Figure 1. Gate families picked out.
The bar under the picture is 20 um long.
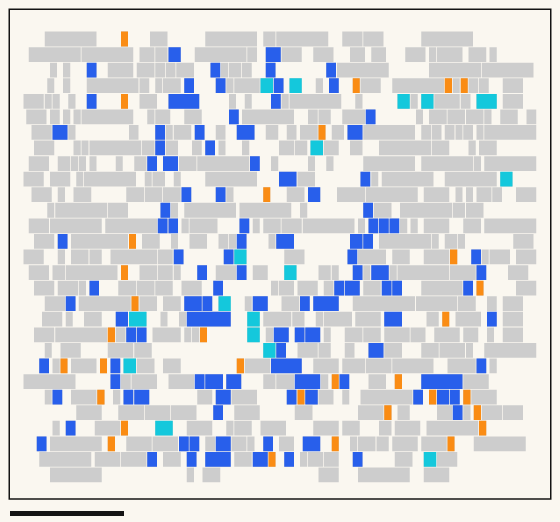
Figure 2. Signal metal coverage by tile.
19 x 17 tiles, from dark blue (low) to red (high), scaled to the fullest tile. Values are wire area over tile area, all layers added.
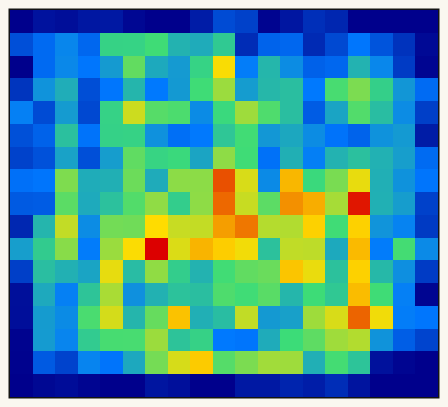
Figure 3. Pin placement.
Pins as bars across the die edge, other pins in grey.
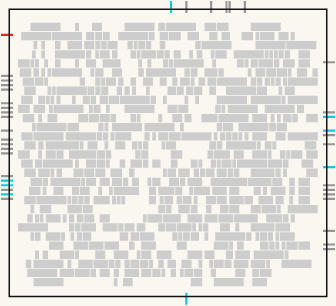
<file path="src/rtl/pwm_ramp_controller_pkg.sv">
// Shared definitions for the PWM duty ramp controller and the PWM generator it drives.
package pwm_ctrl_pkg;
  localparam int DW_DEF            = 8;
  localparam int PERIOD_CYCLES_DEF = 256;
  localparam int DWELL_W_DEF       = 8;

  typedef enum logic {
    IDLE = 1'b0,
    RAMP = 1'b1
  } ramp_state_e;
endpackage

</file>
<file path="src/rtl/pwm_ramp_controller_if.sv">
// Command, control and duty/status signals between config logic, ramp controller and PWM.
interface pwm_ramp_controller_if
  import pwm_ctrl_pkg::*;
#(
  parameter int DW      = DW_DEF,
  parameter int DWELL_W = DWELL_W_DEF
);
  logic               enable;
  logic               cmd_valid;
  logic               cmd_ready;
  logic [DW-1:0]      cmd_target;
  logic [DW-1:0]      cmd_step;
  logic [DWELL_W-1:0] cmd_dwell;
  logic               abort;
  logic [DW-1:0]      duty_cycle;
  logic               period_start;
  logic               busy;
  logic               done;

  modport master (
    output enable, cmd_valid, cmd_target, cmd_step, cmd_dwell, abort,
    input  cmd_ready, duty_cycle, period_start, busy, done
  );

  modport slave (
    input  enable, cmd_valid, cmd_target, cmd_step, cmd_dwell, abort,
    output cmd_ready, duty_cycle, period_start, busy, done
  );
endinterface

</file>
<file path="src/rtl/pwm_ramp_controller_timer.sv">
// Free-running PWM period counter; frozen at zero while disabled.
module pwm_period_timer
  import pwm_ctrl_pkg::*;
#(
  parameter int  PERIOD_CYCLES = PERIOD_CYCLES_DEF,
  localparam int CW            = (PERIOD_CYCLES > 1) ? $clog2(PERIOD_CYCLES) : 1
) (
  input  logic clk,
  input  logic rst_n,
  input  logic i_enable,
  output logic o_boundary,
  output logic o_period_start
);
  logic [CW-1:0] r_cnt;
  logic          w_last;

  assign w_last = (r_cnt == CW'(PERIOD_CYCLES - 1));

  always_ff @(posedge clk or negedge rst_n) begin
    if (!rst_n) begin
      r_cnt <= '0;
    end else if (!i_enable || w_last) begin
      r_cnt <= '0;
    end else begin
      r_cnt <= r_cnt + 1'b1;
    end
  end

  assign o_boundary     = i_enable && w_last;
  // rst_n gate keeps period_start low for the whole reset, not just after the first edge
  assign o_period_start = rst_n && i_enable && (r_cnt == '0);
endmodule

</file>
<file path="src/rtl/pwm_ramp_controller.sv">
// Ramps the PWM duty toward a commanded target in bounded steps on period boundaries.
module pwm_ramp_controller
  import pwm_ctrl_pkg::*;
#(
  parameter int DW            = DW_DEF,
  parameter int PERIOD_CYCLES = PERIOD_CYCLES_DEF,
  parameter int DWELL_W       = DWELL_W_DEF
) (
  input logic                  clk,
  input logic                  rst_n,
  pwm_ramp_controller_if.slave s_if
);
  ramp_state_e        r_state, w_state_nxt;
  logic [DW-1:0]      r_duty, w_duty_nxt;
  logic [DW-1:0]      r_target, w_target_nxt;
  logic [DW-1:0]      r_step, w_step_nxt;
  logic [DWELL_W-1:0] r_dwell, w_dwell_nxt;
  logic [DWELL_W-1:0] r_dwell_cnt, w_dwell_cnt_nxt;
  logic               r_done, w_done_nxt;
  logic               w_boundary;
  logic               w_period_start;
  logic [DW:0]        w_sum;
  logic [DW-1:0]      w_stepped;

  pwm_period_timer #(.PERIOD_CYCLES(PERIOD_CYCLES)) u_timer (
    .clk            (clk),
    .rst_n          (rst_n),
    .i_enable       (s_if.enable),
    .o_boundary     (w_boundary),
    .o_period_start (w_period_start)
  );

  // Extra sum bit keeps an upward step from wrapping past full scale
  assign w_sum = {1'b0, r_duty} + {1'b0, r_step};

  always_comb begin
    w_stepped = r_target;
    if (r_target > r_duty) begin
      if (w_sum < {1'b0, r_target}) w_stepped = w_sum[DW-1:0];
    end else if ((r_duty - r_target) > r_step) begin
      w_stepped = r_duty - r_step;
    end
  end

  always_ff @(posedge clk or negedge rst_n) begin
    if (!rst_n) begin
      r_state     <= IDLE;
      r_duty      <= '0;
      r_target    <= '0;
      r_step      <= '0;
      r_dwell     <= '0;
      r_dwell_cnt <= '0;
      r_done      <= 1'b0;
    end else begin
      r_state     <= w_state_nxt;
      r_duty      <= w_duty_nxt;
      r_target    <= w_target_nxt;
      r_step      <= w_step_nxt;
      r_dwell     <= w_dwell_nxt;
      r_dwell_cnt <= w_dwell_cnt_nxt;
      r_done      <= w_done_nxt;
    end
  end

  always_comb begin
    w_state_nxt     = r_state;
    w_duty_nxt      = r_duty;
    w_target_nxt    = r_target;
    w_step_nxt      = r_step;
    w_dwell_nxt     = r_dwell;
    w_dwell_cnt_nxt = r_dwell_cnt;
    w_done_nxt      = 1'b0;
    if (!s_if.enable) begin
      w_state_nxt     = IDLE;
      w_duty_nxt      = '0;
      w_dwell_cnt_nxt = '0;
    end else begin
      case (r_state)
        IDLE: begin
          if (s_if.cmd_valid) begin
            w_target_nxt    = s_if.cmd_target;
            w_step_nxt      = (s_if.cmd_step == '0) ? DW'(1) : s_if.cmd_step;
            w_dwell_nxt     = (s_if.cmd_dwell == '0) ? DWELL_W'(1) : s_if.cmd_dwell;
            w_dwell_cnt_nxt = '0;
            if (s_if.cmd_target == r_duty) w_done_nxt  = 1'b1;
            else                           w_state_nxt = RAMP;
          end
        end
        RAMP: begin
          if (s_if.abort) begin
            w_state_nxt = IDLE;
          end else if (w_boundary) begin
            if (r_dwell_cnt == r_dwell - 1'b1) begin
              w_duty_nxt      = w_stepped;
              w_dwell_cnt_nxt = '0;
              if (w_stepped == r_target) begin
                w_state_nxt = IDLE;
                w_done_nxt  = 1'b1;
              end
            end else begin
              w_dwell_cnt_nxt = r_dwell_cnt + 1'b1;
            end
          end
        end
        default: w_state_nxt = IDLE;
      endcase
    end
  end

  assign s_if.duty_cycle   = r_duty;
  assign s_if.period_start = w_period_start;
  assign s_if.busy         = (r_state == RAMP);
  assign s_if.done         = r_done;
  assign s_if.cmd_ready    = rst_n && s_if.enable && (r_state == IDLE);
endmodule

</file>
<file path="src/flat_wrapper.sv">
// flat-port wrapper written by rule: the top's interface ports become plain ports
module pwm_ramp_controller_flat import pwm_ctrl_pkg::*;
#(
  parameter int DW            = DW_DEF,
  parameter int PERIOD_CYCLES = PERIOD_CYCLES_DEF,
  parameter int DWELL_W       = DWELL_W_DEF
)
  (clk, rst_n, s_if_enable, s_if_cmd_valid, s_if_cmd_target, s_if_cmd_step, s_if_cmd_dwell, s_if_abort, s_if_cmd_ready, s_if_duty_cycle, s_if_period_start, s_if_busy, s_if_done);
  pwm_ramp_controller_if #(.DW(DW), .DWELL_W(DWELL_W)) s_if_i ();
  input logic clk;
  input logic rst_n;
  input wire logic [$bits(s_if_i.enable)-1:0] s_if_enable;
  input wire logic [$bits(s_if_i.cmd_valid)-1:0] s_if_cmd_valid;
  input wire logic [$bits(s_if_i.cmd_target)-1:0] s_if_cmd_target;
  input wire logic [$bits(s_if_i.cmd_step)-1:0] s_if_cmd_step;
  input wire logic [$bits(s_if_i.cmd_dwell)-1:0] s_if_cmd_dwell;
  input wire logic [$bits(s_if_i.abort)-1:0] s_if_abort;
  output wire logic [$bits(s_if_i.cmd_ready)-1:0] s_if_cmd_ready;
  output wire logic [$bits(s_if_i.duty_cycle)-1:0] s_if_duty_cycle;
  output wire logic [$bits(s_if_i.period_start)-1:0] s_if_period_start;
  output wire logic [$bits(s_if_i.busy)-1:0] s_if_busy;
  output wire logic [$bits(s_if_i.done)-1:0] s_if_done;
  assign s_if_i.enable = s_if_enable;
  assign s_if_i.cmd_valid = s_if_cmd_valid;
  assign s_if_i.cmd_target = s_if_cmd_target;
  assign s_if_i.cmd_step = s_if_cmd_step;
  assign s_if_i.cmd_dwell = s_if_cmd_dwell;
  assign s_if_i.abort = s_if_abort;
  assign s_if_cmd_ready = s_if_i.cmd_ready;
  assign s_if_duty_cycle = s_if_i.duty_cycle;
  assign s_if_period_start = s_if_i.period_start;
  assign s_if_busy = s_if_i.busy;
  assign s_if_done = s_if_i.done;
  pwm_ramp_controller #(.DW(DW), .PERIOD_CYCLES(PERIOD_CYCLES), .DWELL_W(DWELL_W)) u_core (.clk(clk), .rst_n(rst_n), .s_if(s_if_i));
endmodule
</file>
<file path="config.mk">
export PLATFORM = sky130hd
export DESIGN_NAME = pwm_ramp_controller_flat
export DESIGN_NICKNAME = d
export VERILOG_FILES = /design/src/rtl/pwm_ramp_controller_pkg.sv /design/src/rtl/pwm_ramp_controller_if.sv /design/src/rtl/pwm_ramp_controller_timer.sv /design/src/rtl/pwm_ramp_controller.sv /design/src/flat_wrapper.sv
export SDC_FILE = /design/constraint.sdc
export NUM_CORES = 1
export LEC_CHECK = 0
export ABC_CLOCK_PERIOD_IN_PS = 4900
export CAP_MARGIN = 20
export CORE_ASPECT_RATIO = 0.9
export CORE_MARGIN = 2
export CORE_UTILIZATION = 58
export CTS_CLUSTER_DIAMETER = 50
export DETAILED_ROUTE_END_ITERATION = 7
export PLACE_DENSITY_LB_ADDON = 0.2
export REMOVE_ABC_BUFFERS = 1
export SLEW_MARGIN = 20
export SYNTH_ARGS = -nofsm -noshare
export SYNTH_HDL_FRONTEND = slang
export SYNTH_SLANG_ARGS = --single-unit
</file>
<file path="constraint.sdc">
create_clock -name clk -period 4.9 [get_ports clk]
set_input_delay 0.98 -clock clk [delete_from_list [all_inputs] [get_ports clk]]
set_output_delay 0.98 -clock clk [all_outputs]
set_load 0.05 [all_outputs]
</file>
==> reports/qor.rpt <==
=================================================================================
Worst-case hold slack ..............................................    0.5017 ns
Cell with the most instances after synthesis ....................... sky130_fd_sc_hd__nand2_1
Via-per-instance ratio .............................................        5.971
CP max FO ..........................................................            8
Non-clk buf share ..................................................      0.09189
Clock latency of the later-clocked register in the worst-skew pair .      0.31 ns
Static leakage .....................................................     2.167 nW
F_max ..............................................................    230.9 MHz
Via count of the first global-routing pass .........................        3,630
Final count of hold timing violations ..............................            0
Instance area at placement .........................................     4710 um2
Count of maximum capacitance violations ............................            0
CP Data Arrival Time ...............................................      4.54 ns
Dominant non-sequential cell family after synthesis ................ AND-OR/OR-AND gates
Status ............................................................. complete, no violations
Worst Max-Slew Pin Slew ............................................    0.7650 ns
Number of stages on the worst hold path ............................            1
Top-level I/O count ................................................           41
Final number of max-transition violations ..........................            0
End point of the most critical hold path ........................... u_core.u_timer.r_cnt[0]$_DFF_PN0_
TAP cells ..........................................................           93
Top cells by area in the synthesized netlist ....................... sky130_fd_sc_hd__dfrtp_1 29%, sky130_fd_sc_hd__ha_1 12%, sky130_fd_sc_hd__nand2_1 6.0%
Clk pwr share ......................................................        0.206
Internal ...........................................................  0.0008827 W
=================================================================================
Back to the opening pictures, Figure 1:
| family | colour | cells |
|---|---|---|
| aoi and oai cells | blue | 111 |
| inv cells | orange | 32 |
| and/or cells | cyan | 17 |
count of placed standard cells in the final layout, fillers left out: 630
dominant logic cell type in the layout: sky130_fd_sc_hd__nand2_1
proportion of cell area occupied by multi-input gates: 0.5785

Back to the opening pictures, Figure 2:
tiles over half the peak: 31%
emptiest ninth of the die: north-east
nearly empty tiles: 8.4%
fullest tile: 0.59
mean over tiles: 0.22
densest ninth of the die: centre
total vias in the final route: 3,762
wire per inst: 17.53 um
WL final: 11.04 mm
All-Layer GR Usage: 0.2882

Back to the opening pictures, Figure 3:
| port | colour | pins | direction | edge |
|---|---|---|---|---|
| s_if_cmd_target | cyan | 8 | input | 3 east, 3 west, 1 south, 1 north |
| clk | red | 1 | input | west |

Power and IR drop assume default switching activity.
